Fig. 1: run 1, close-up of the layout
Region (10, 10) to (35, 35) um. Cells in grey, sequential cells in the stronger grey; small squares are vias.
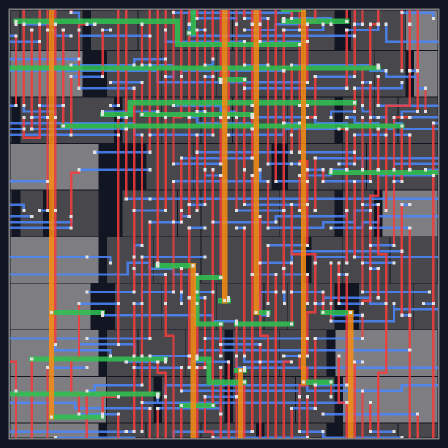
Fig. 2: run 1, signal wires on met2
(8 px per um)
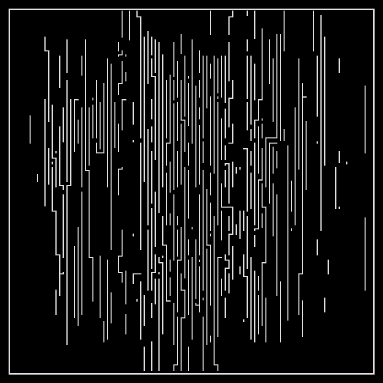
Fig. 3: run 1, drive-strength map
(10 px per um)
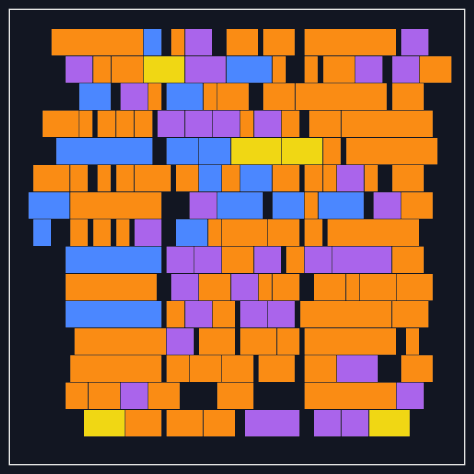
===== src/rtl/pending_encoder8to3.sv =====
// pending_encoder8to3: latches 8 event lines into a pending register and grants the
// highest-numbered pending event as a registered 3-bit code with a valid/ack handshake.
module pending_encoder8to3 (
    input  logic       clk,
    input  logic       rst,
    input  logic       En,
    input  logic [0:7] Y,
    output logic [2:0] W,
    output logic       V,
    input  logic       Ack,
    output logic [0:7] Pend,
    output logic [3:0] Drop
);
    localparam logic [0:0] IDLE = 1'b0;
    localparam logic [0:0] HOLD = 1'b1;
    logic [0:0] state_q, state_d;
    logic [0:7] p_q, p_d, clr, cap;
    logic [2:0] w_q, w_d, hi;
    logic [3:0] drop_q, drop_d;
    always_comb begin
        hi = '0;
        for (int i = 0; i < 8; i++) hi = p_q[i] ? 3'(i) : hi;
        clr = '0;
        if (state_q == HOLD && Ack) clr[w_q] = 1'b1;
        cap = En ? Y : '0;
        // set wins over clear, so a re-request of the acked code survives
        p_d = (p_q & ~clr) | cap;
        drop_d = (|(cap & p_q & ~clr) && drop_q != 4'hF) ? drop_q + 4'd1 : drop_q;
        state_d = state_q;
        w_d = w_q;
        if (state_q == IDLE) begin
            state_d = |p_q ? HOLD : IDLE;
            w_d = |p_q ? hi : w_q;
        end else begin
            state_d = Ack ? IDLE : HOLD;
        end
    end
    always_ff @(posedge clk or posedge rst) begin
        if (rst) begin
            state_q <= IDLE;
            p_q <= '0;
            w_q <= '0;
            drop_q <= '0;
        end else begin
            state_q <= state_d;
            p_q <= p_d;
            w_q <= w_d;
            drop_q <= drop_d;
        end
    end
    assign W = w_q;
    assign V = (state_q == HOLD);
    assign Pend = p_q;
    assign Drop = drop_q;
endmodule


===== config.mk =====
export PLATFORM = sky130hd
export DESIGN_NAME = pending_encoder8to3
export DESIGN_NICKNAME = d
export VERILOG_FILES = /design/src/rtl/pending_encoder8to3.sv
export SDC_FILE = /design/constraint.sdc
export NUM_CORES = 1
export LEC_CHECK = 0
export CAP_MARGIN = 5
export CORE_UTILIZATION = 44
export CTS_CLUSTER_SIZE = 16
export DETAILED_ROUTE_END_ITERATION = 7
export PLACE_DENSITY = 0.88
export SETUP_SLACK_MARGIN = 0.4
export SYNTH_ARGS = -nofsm -noshare
export SYNTH_HDL_FRONTEND = slang
export SYNTH_SLANG_ARGS = --single-unit

===== constraint.sdc =====
create_clock -name clk -period 2 [get_ports clk]
set_input_delay 0.6 -clock clk [delete_from_list [all_inputs] [get_ports clk]]
set_output_delay 0.6 -clock clk [all_outputs]
set_load 0.005 [all_outputs]

==> impl_metrics.tcl, run 1 <==
# place-and-route summary
set metrics [dict create \
    largest_area_cell "dfrtp_1" \
    layout.nets 155 \
    route.detailed.drc 0 \
    holdCritPathClass "input port to flop" \
    final_core_util_pct 80.3 \
    row_count 15 \
    fill_cells 112 \
    period_needed_ns 1.93 \
    path_cells "and3b_2 > a21oi_2 > nor4_2 > nand4_1 > and3_4 > mux2_4" \
    drt_first_pass_iters 4 \
    clk_pin_slew_ns 0.10 \
    worst_slew_pin_slew_ns 0.596 \
    ys_area_um2 828 \
    power.density_nw_per_um2 1220 \
    numPortBuffers 27 \
    finalClockPeriodUsage_pct 96.3 \
    status "complete, no violations" \
    cts_max_level 1 \
    die_h_um 45.4 \
    crit_fanout 5 \
    hold_ws_ns 0.594 \
    die_w_um 45.4 \
    fp_util_pct 47.5 \
    synth.net_count 97 \
    synthTopCellsByArea "dfrtp_1 (48%), a22o_1 (7.4%), a21oi_1 (6.0%), nand2_1 (4.1%), nand3_1 (3.0%)" \
    ys_types 30 \
    top_area_share_pct 48.3 \
    maxSlewHeadroom_pct 60.2 \
    power_uw 1710 \
    crit_buf_inv 0 \
    dieArea_um2 2060 \
    diodes 0 \
    routedWlPerCell_um 18.3 \
    clock.fmax_mhz 519 \
    warnings 29 \
    cellLeakagePower_uw 0.000622 \
    via_per_inst 5.88 \
    grt_pass1_wl_um 4410 \
]
About Fig. 1:
Red stands for met2. Green stands for met3. Blue stands for met1. Orange stands for met4.
Sequential cells in the window: 7. Most frequent: buf_4 (15), dfrtp_1 (5), nand2_1 (5). 65 logic cells have their middle in the window. Netlist names of flops here include Drop (3), Pend (2), W (2).

About Fig. 2:
The wires run mostly vertical. The layer holds 50% of the routed length.
M2 GR Usage: 52.3%
Total Wirelength: 3030 um
via count: 976

About Fig. 3:
Blue stands for drive 2, cells 17. Purple stands for drive 3 to 4, cells 32. Orange stands for drive 1 or less, cells 87. Yellow stands for drive 6 and up, cells 5.
post-route cell area: 1400 um^2
Area Overhead vs Synth: 69.2%
bufs w/o clock: 56
worst setup margin: 0.0739 ns

run 1: report_power, final:
group,total [uW],switching (uW),internal (uW)
Combinational,958,427,531
Clock,219,108,111
Sequential,534,95.4,438
run 1: worst paths after layout:
path	start	end	slack [ns]	cells past startpoint
worst max-delay path	W[2]$_DFFE_PP0P_	Drop[1]$_DFFE_PP0P_	0.07	6
worst min-delay path	Ack	V$_DFF_PP0_	0.59	3
worst max register to register	W[2]$_DFFE_PP0P_	Drop[1]$_DFFE_PP0P_	0.07	6
worst min register to register	W[2]$_DFFE_PP0P_	W[2]$_DFFE_PP0P_	0.61	2
max in group asynchronous	rst	W[1]$_DFFE_PP0P_	0.91	2
min in group asynchronous	rst	Pend[3]$_DFF_PP0_	0.66	2
run 1: state kept, by name, indices dropped and copies added (netlist names):
name and cells:
Pend 8, Drop 4, W 3, V 1
run 1: through the flow:
| step | instances | setup WS [ns] |
|---|---|---|
| floorplan | 84 | 0.0887 |
| global placement | 139 | -0.452 |
| detailed placement | 139 | -0.516 |
| CTS | 163 | 0.188 |
| global route | 166 | 0.00112 |
| finish | 166 | 0.0739 |
run 1: cells by family (layout without fill, tap and decap cells):
| family | after synthesis | count (layout) | synth area share (%) |
|---|---|---|---|
| muxes | 1 | 1 | 1.81 |
| AOI/OAI and AO/OA | 25 | 25 | 20.4 |
| buffers and inverters | 7 | 64 | 4.53 |
| adders and majority gates | 1 | 1 | 1.51 |
| and+or+nand+nor | 32 | 32 | 21.3 |
| DFF | 16 | 16 | 48.3 |
| xor gates and xnor gates | 2 | 2 | 2.12 |
run 1: area by class of cell:
class	count	area [um^2]	area share (%)
well taps	25	31.3	2.23
clock buffers	4	36.3	2.59
inverters	4	15.0	1.07
multi-input cells	61	435	31.1
flip-flops and latches	16	404	28.8
repair buffers	56	479	34.2
run 1: per-layer routing:
| layer | vias up | global-route usage (%) | part of all wire, % |
|---|---|---|---|
| li1 | 421 | - | - |
| met1 | 476 | 35.8 | 37 |
| met2 | 64 | 52.3 | 50 |
| met3 | 15 | 7.94 | 8.9 |
| met4 | 0 | 20.0 | 3.9 |
| met5 | - | 0 | 0 |
run 1: cells in the final DEF (no fill, tap or decap), types with 2 or more instances in the layout:
cell             synthesis  final
a21oi_1                 10      6
a21oi_2                  0      3
a22o_1                   7      7
and3_4                   1      2
buf_2                    0      2
buf_4                    1     25
buf_6                    1      4
clkbuf_4                 0      3
clkdlybuf4s15_1          0      5
clkdlybuf4s50_1          0      7
dfrtp_1                 16     13
dfrtp_2                  0      3
dlygate4sd2_1            0     12
inv_1                    4      4
nand2_1                  9      9
nand3_1                  5      5
nand4_1                  2      2
nor2_1                   4      3
nor3_1                   2      2
nor4_2                   1      2
o21ai_0                  2      2
run 1: repair_timing:
item                       4_1_cts  5_1_grt
pin swaps                        6        1
setup endpoints to repair       21       16
gates resized                   36       10
hold buffers                     0        0
cloned                           0        0
hold endpoints to repair         0        0
setup buffers                   20        3
run 1: worst reg2reg max path: stages (launching register included):
cell     delay (ns)
dfrtp_1        0.42
and3b_2        0.32
a21oi_2        0.08
nor4_2         0.32
nand4_1        0.17
and3_4         0.22
mux2_4         0.29
Fig. 4: run 1, where the registers sit
(8 px per um) Other sequential cells in the stronger grey, the rest of the logic in the fainter grey.
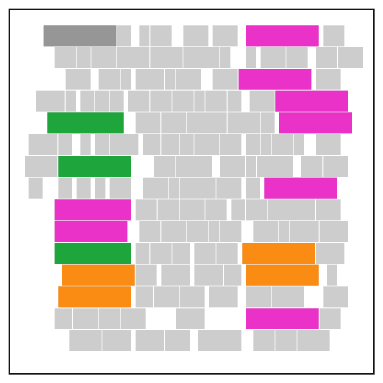

--- run 2 (diff from run 1) ---
--- a/config.mk
+++ b/config.mk
@@ -7,10 +7,13 @@
 export LEC_CHECK = 0
 export CAP_MARGIN = 5
 export CORE_UTILIZATION = 44
+export CTS_CLUSTER_DIAMETER = 50
 export CTS_CLUSTER_SIZE = 16
 export DETAILED_ROUTE_END_ITERATION = 7
 export PLACE_DENSITY = 0.88
 export SETUP_SLACK_MARGIN = 0.4
+export SLEW_MARGIN = 40
 export SYNTH_ARGS = -nofsm -noshare
 export SYNTH_HDL_FRONTEND = slang
 export SYNTH_SLANG_ARGS = --single-unit
+export TNS_END_PERCENT = 30
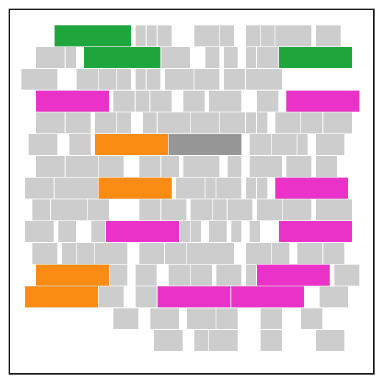
Fig. 5. Where the registers sit (run 2).
(8 px per um) Other sequential cells in the stronger grey, the rest of the logic in the fainter grey.
Green stands for W, placed flops 3. Magenta stands for Pend, placed flops 8. Orange stands for Drop, placed flops 4.
Another 1 sequential cells are not coloured.
FF+latch area: 403 um^2
power in sequential cells: 558 uW
Seq/total area: 29.7%
final core occ: 77.7%

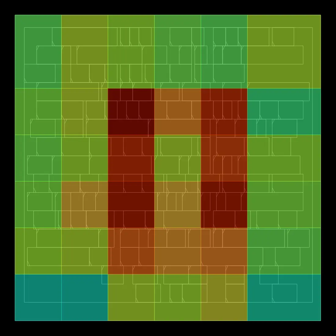
Fig. 6. Routing congestion (run 2).
met1 Use GR: 31.7%
gr usage total: 24.4%
M2 GR Usage: 41.1%
average routed wire per standard cell: 16.2 um
M3 GR Usage: 2.78%

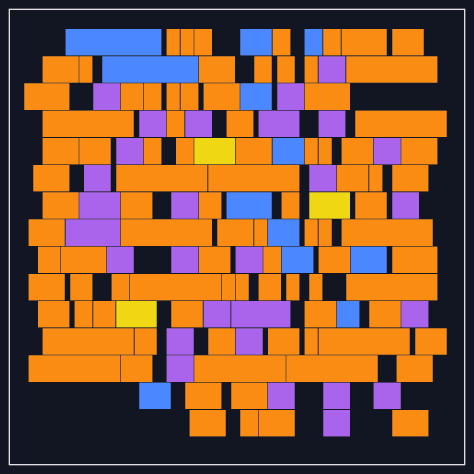
Fig. 7. Drive-strength map (run 2).
(10 px per um)
post-route cell area: 1360 um^2
worst setup margin: 0.165 ns
Area Overhead vs Synth: 63.7%
bufs w/o clock: 51

==> run 2 against run 1 <==
- sequential power up 4.5%
- die size is the same
- register-to-register slack better by 0.09 ns
- first-iteration DRC count is 72% lower
- clock skew fell by 0.0044 ns
- setup slack better by 0.092 ns
- count of clock-buffer cells in the layout shrank 1
- global-route usage is 7.1 points lower
- final cell count fell by 3.6%
- utilization is 2.6 points lower
==> impl_metrics.tcl, run 2 <==
# place-and-route summary
set metrics [dict create \
    status "complete, no violations" \
    fp_util_pct 47.5 \
    tns_ns 0 \
    crit_fanout 4 \
    fin_worst_skew_ns 0.00544 \
    r2r_setup_slack_ns 0.17 \
    die_w_um 45.4 \
    path_class "flop to flop" \
    ys_cells 84 \
    holdCritPathClass "flop to flop" \
    insertion_delay_ns 0.28 \
    layout_top_cells "buf_4 (21), clkdlybuf4s50_1 (16), dfrtp_1 (14)" \
    power.density_nw_per_um2 1170 \
    r2r_end "Drop[1]$_DFFE_PP0P_" \
    start_kind "flop" \
    finalClockPeriodUsage_pct 91.7 \
    drt_first_pass_iters 4 \
    clk_pin_slew_ns 0.10 \
    top_area_share_pct 48.3 \
    antenna_found_initial 0 \
    cts_buffers 3 \
    r2r-start "W[2]$_DFFE_PP0P_" \
    ys_ff 16 \
    layout_top_cell "buf_4" \
    fill_cells 131 \
    hold_depth 1 \
    ys_area_um2 828 \
    coreArea_um2 1750 \
    route.detailed.drc 0 \
    hpwl_um 1480 \
    crit_cells 7 \
    via_per_inst 5.74 \
    irDropWorstVdd_v 0.000771 \
    ys_types 30 \
    dp_slack_ns -0.435 \
    yosys_warnings 0 \
    netlist_area_um2 828 \
    warnings 29 \
    routed_wl_um 2600 \
    rsz0062_at_grt "yes" \
    largest_reg_flops 8 \
    crit_buf_inv 1 \
    place.gp.congestion 0.828 \
    dieArea_um2 2060 \
    cts.path.max_buffers 2 \
    synthTopCellsByArea "dfrtp_1 (48%), a22o_1 (7.4%), a21oi_1 (6.0%), nand2_1 (4.1%), nand3_1 (3.0%)" \
    ys_seq_share_pct 48.3 \
    cellLeakagePower_uw 0.000624 \
    layout.nets 150 \
    diodes 0 \
    final_layout_size_suffix_gt1_share_pct 31.9 \
    ios 28 \
    vias 919 \
    maxCapViolations 0 \
    reg2reg_depth 7 \
    min_from "Drop[3]$_DFFE_PP0P_" \
    critPathRequiredTime_ns 2.18 \
    clock-sinks 16 \
    cp_top_family "simple AND/OR/NAND/NOR gates" \
    grt_max_degree 17 \
    timing.critical_path.mode_cell "nand3_1" \
    async_flop_share_pct 100 \
    drtIter0Drc 15 \
    end_kind "flop" \
    synth.net_count 97 \
    worst_slew_pin_slew_ns 0.602 \
    maxSlewHeadroom_pct 59.8 \
    flop_cell "dfrtp_1" \
    clock.fmax_mhz 545 \
    hold_path_end "Drop[3]$_DFFE_PP0P_" \
    numPortBuffers 27 \
    grt_pass1_wl_um 3640 \
    die_h_um 45.4 \
    common_cells "dfrtp_1 (16), a21oi_1 (10), nand2_1 (9)" \
    synth_cells 84 \
    path_cells "and3b_2 > buf_4 > nand3_1 > nand3_1 > nand4_1 > and3_4 > mux2_4" \
    combGateArea_um2 423 \
    period_needed_ns 1.83 \
    most_common_cell "dfrtp_1" \
    overflow 0 \
    row_count 15 \
    cp.arrival_ns 2.01 \
    hold_buffers 0 \
    grt_pass1_vias 809 \
    largest_area_cell "dfrtp_1" \
    cts_max_level 1 \
    enable_flop_cells 0 \
    drv_slew 0 \
    cp-startpoint "W[2]$_DFFE_PP0P_" \
]
[run 2: cell counts after synthesis]
No cell type changed its count.
[run 2: stage by stage]
| stage | hold WS [ns] | cell area (um^2) | total power, uW | std cells |
|---|---|---|---|---|
| final | 0.525 | 1360 | 1590 | 160 |
| after CTS | 0.527 | 1310 | 1510 | 156 |
| after detailed placement | 0.513 | 1170 | 1210 | 141 |
| after global routing | 0.563 | 1360 | 1680 | 160 |
| after floorplan | 0.501 | 828 | 866 | 84 |
| after global placement | 0.513 | 1170 | 1190 | 141 |
[run 2: cell type report]
class                      count  area share (%)
tap                           25            2.31
sequential                    16            29.7
clock buffer                   3            1.66
inverter                       4            1.11
multi-input combinational     61            31.2
timing repair buffer          51            34.0
[run 2: power by group]
part           internal (uW)  switching, uW
logic                    521            339
registers                437            122
clock network           69.8            101
total                   1030            561
[run 2: worst register-to-register path: stages (launching register included)]
cell,delay [ns]
dfrtp_1,0.43
and3b_2,0.30
buf_4,0.13
nand3_1,0.11
nand3_1,0.13
nand4_1,0.15
and3_4,0.20
mux2_4,0.29
[run 2: how the worst max path moves through the flow]
stage,end,slack [ns]
floorplan,Drop[1]$_DFFE_PP0P_,0.08
global placement,Drop[1]$_DFFE_PP0P_,-0.39
detailed placement,Drop[1]$_DFFE_PP0P_,-0.44
CTS,Drop[1],0.17
global route,Drop[1]$_DFFE_PP0P_,0.09
finish,Drop[1]$_DFFE_PP0P_,0.17
[run 2: cells by family (layout without fill, tap and decap cells)]
kind of cell               Yosys count  count (layout)  synth area share (%)
and+or+nand+nor                     32              32                  21.3
AOI/OAI and AO/OA                   25              25                  20.4
DFF                                 16              16                  48.3
buffers and inverters                7              58                  4.53
xor gates and xnor gates             2               2                  2.12
adders and majority gates            1               1                  1.51
muxes                                1               1                  1.81
[run 2: repair_timing]
action                     CTS  global route
setup buffers               12             4
resized                     22             7
setup endpoints to repair   21            23
pin swaps                    7             4
[run 2: metal layers]
metal	vias up	track usage [%]	routed length (um)
li1	415	-	-
met1	450	31.7	1040
met2	45	41.1	1320
met3	9	2.78	179
met4	0	9.70	61
met5	-	0	0
Fig. 8: run 2, close-up of the layout
Region (10, 10) to (35, 35) um. Cells in grey, sequential cells in the stronger grey; small squares are vias.
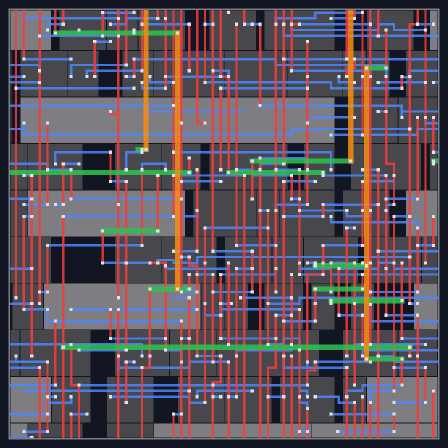

--- run 3 (diff from run 2) ---
--- a/config.mk
+++ b/config.mk
@@ -10,6 +10,7 @@
 export CTS_CLUSTER_DIAMETER = 50
 export CTS_CLUSTER_SIZE = 16
 export DETAILED_ROUTE_END_ITERATION = 7
+export MAX_ROUTING_LAYER = met4
 export PLACE_DENSITY = 0.88
 export SETUP_SLACK_MARGIN = 0.4
 export SLEW_MARGIN = 40
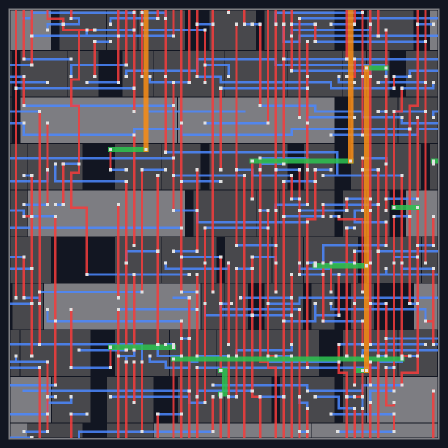
Fig. 9. Close-up of the layout (run 3).
Region (10, 10) to (35, 35) um. Cells in grey, sequential cells in the stronger grey; small squares are vias.
Orange stands for met4. Green stands for met3. Blue stands for met1. Red stands for met2.
57 logic cells have their middle in the window. Most frequent: buf_4 (9), nand2_1 (8), a22o_1 (6). Netlist names of flops here include Drop (2). Sequential cells in the window: 4.

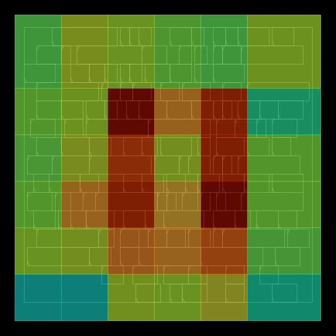
Fig. 10. Routing congestion (run 3).
met1 Use GR: 30.4%
gr usage total: 25.1%
average routed wire per standard cell: 16.2 um
M2 GR Usage: 42.3%
GRT busiest layer: met2

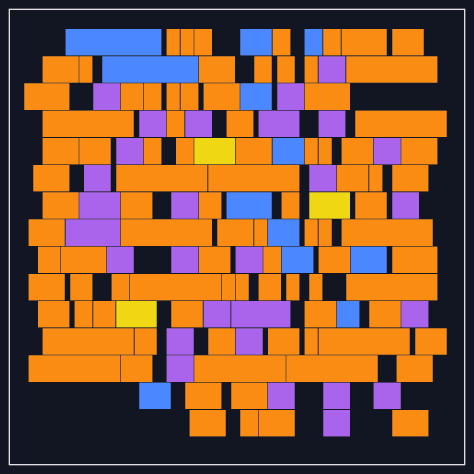
Fig. 11. Drive-strength map (run 3).
(10 px per um)
Orange stands for drive 1 or less, cells 92. Yellow stands for drive 6 and up, cells 3. Purple stands for drive 3 to 4, cells 28. Blue stands for drive 2, cells 12.
worst setup margin: 0.170 ns

==> run 3 against run 2 <==
- worst hold slack barely moved
- power barely moved
- register-to-register slack barely moved
- critical path depth fell by 6
- clock skew fell by 0.0019 ns
- final area did not move
- setup slack improved by 0.0050 ns
- global-route usage rose by 0.65 points
- sequential power barely moved
- sequential share of layout area did not move
==> impl_metrics.tcl, run 3 <==
# place-and-route summary
set metrics [dict create \
    status "complete, no violations" \
    cellLeakagePower_uw 0.000624 \
    ys_ff 16 \
    start_kind "flop" \
    power.density_nw_per_um2 1170 \
    hpwl_um 1480 \
    most_common_cell "dfrtp_1" \
    cts_max_level 1 \
    row_count 15 \
    min_from "Drop[3]$_DFFE_PP0P_" \
    layout_top_cell "buf_4" \
    worst_slew_pin_slew_ns 0.622 \
    ios 28 \
    r2r-start "W[2]$_DFFE_PP0P_" \
    coreArea_um2 1750 \
    clk_pin_slew_ns 0.09 \
    vias 893 \
    async_flop_share_pct 100 \
    largest_reg_flops 8 \
    wl_met1_um 1090 \
    regArea_um2 403 \
    flop_cell "dfrtp_1" \
    crit_buf_inv 1 \
    combGateArea_um2 423 \
    routed_wl_um 2590 \
    ys_types 30 \
    irDropWorstVdd_v 0.000769 \
    insertion_delay_ns 0.28 \
    cp_top_family "buffers and inverters" \
    grt_pass1_wl_um 3640 \
    crit_cells 1 \
    wl_met3_um 112 \
    die_w_um 45.4 \
    die_h_um 45.4 \
    ys_cells 84 \
    final_core_util_pct 77.7 \
    path_class "flop to output pin" \
    wl_met2_um 1340 \
    clock-sinks 16 \
    synth_cells 84 \
    path_cells "clkdlybuf4s50_1" \
]
-- run 3: cell counts in the layout (fill, tap and decap cells not counted) --
No cell type changed its count.
-- run 3: worst register-to-register path, cell delays in order (launching register included) --
cell     delay [ns]
dfrtp_1        0.43
and3b_2        0.31
buf_4          0.13
nand3_1        0.11
nand3_1        0.13
nand4_1        0.14
and3_4         0.19
mux2_4         0.29
-- run 3: worst paths after layout --
| path | end |
|---|---|
| worst max-delay path | Drop[0] |
| worst min-delay path | Drop[3]$_DFFE_PP0P_ |
| worst max register to register | Drop[1]$_DFFE_PP0P_ |
| worst min register to register | Drop[3]$_DFFE_PP0P_ |
| max in group asynchronous | W[0]$_DFFE_PP0P_ |
| min in group asynchronous | Pend[7]$_DFF_PP0_ |
-- run 3: logic make-up (layout without fill, tap and decap cells) --
logic type | Yosys count | count (layout) | synth area share, %
buffers and inverters | 7 | 58 | 4.53
and+or+nand+nor | 32 | 32 | 21.3
adders and majority gates | 1 | 1 | 1.51
AOI/OAI and AO/OA | 25 | 25 | 20.4
xor gates and xnor gates | 2 | 2 | 2.12
DFF | 16 | 16 | 48.3
muxes | 1 | 1 | 1.81
-- run 3: stage by stage --
step | std cells | power (uW) | setup slack [ns]
after global routing | 160 | 1680 | 0.0890
after CTS | 156 | 1510 | 0.171
final | 160 | 1590 | 0.170
after detailed placement | 141 | 1210 | -0.435
after global placement | 141 | 1190 | -0.390
after floorplan | 84 | 866 | 0.0799
-- run 3: layout make-up --
cell class                      instances  area share [%]
Timing Repair Buffer                   51            34.0
Multi-Input combinational cell         61            31.2
Sequential cell                        16            29.7
Tap cell                               25            2.31
Clock buffer                            3            1.66
Inverter                                4            1.11
-- run 3: report_power, final --
part	internal (uW)	leakage (uW)	switching (uW)	total (uW)
Combinational	521	0.000450	339	859
Sequential	437	0.000160	123	560
Clock	69.7	0.0000138	97.9	168
Total	1030	0.000624	560	1590
-- run 3: metal layers --
metal | vias up | track usage [%]
met4 | 0 | 9.70
met2 | 30 | 42.3
met3 | 7 | 2.78
met5 | - | -
li1 | 412 | -
met1 | 444 | 30.4
-- run 3: what timing repair did --
item	4_1_cts	5_1_grt
gates resized	22	7
setup buffers	12	4
pin swaps	7	4
setup endpoints to repair	21	23
Power is estimated from default activity; no workload was simulated.
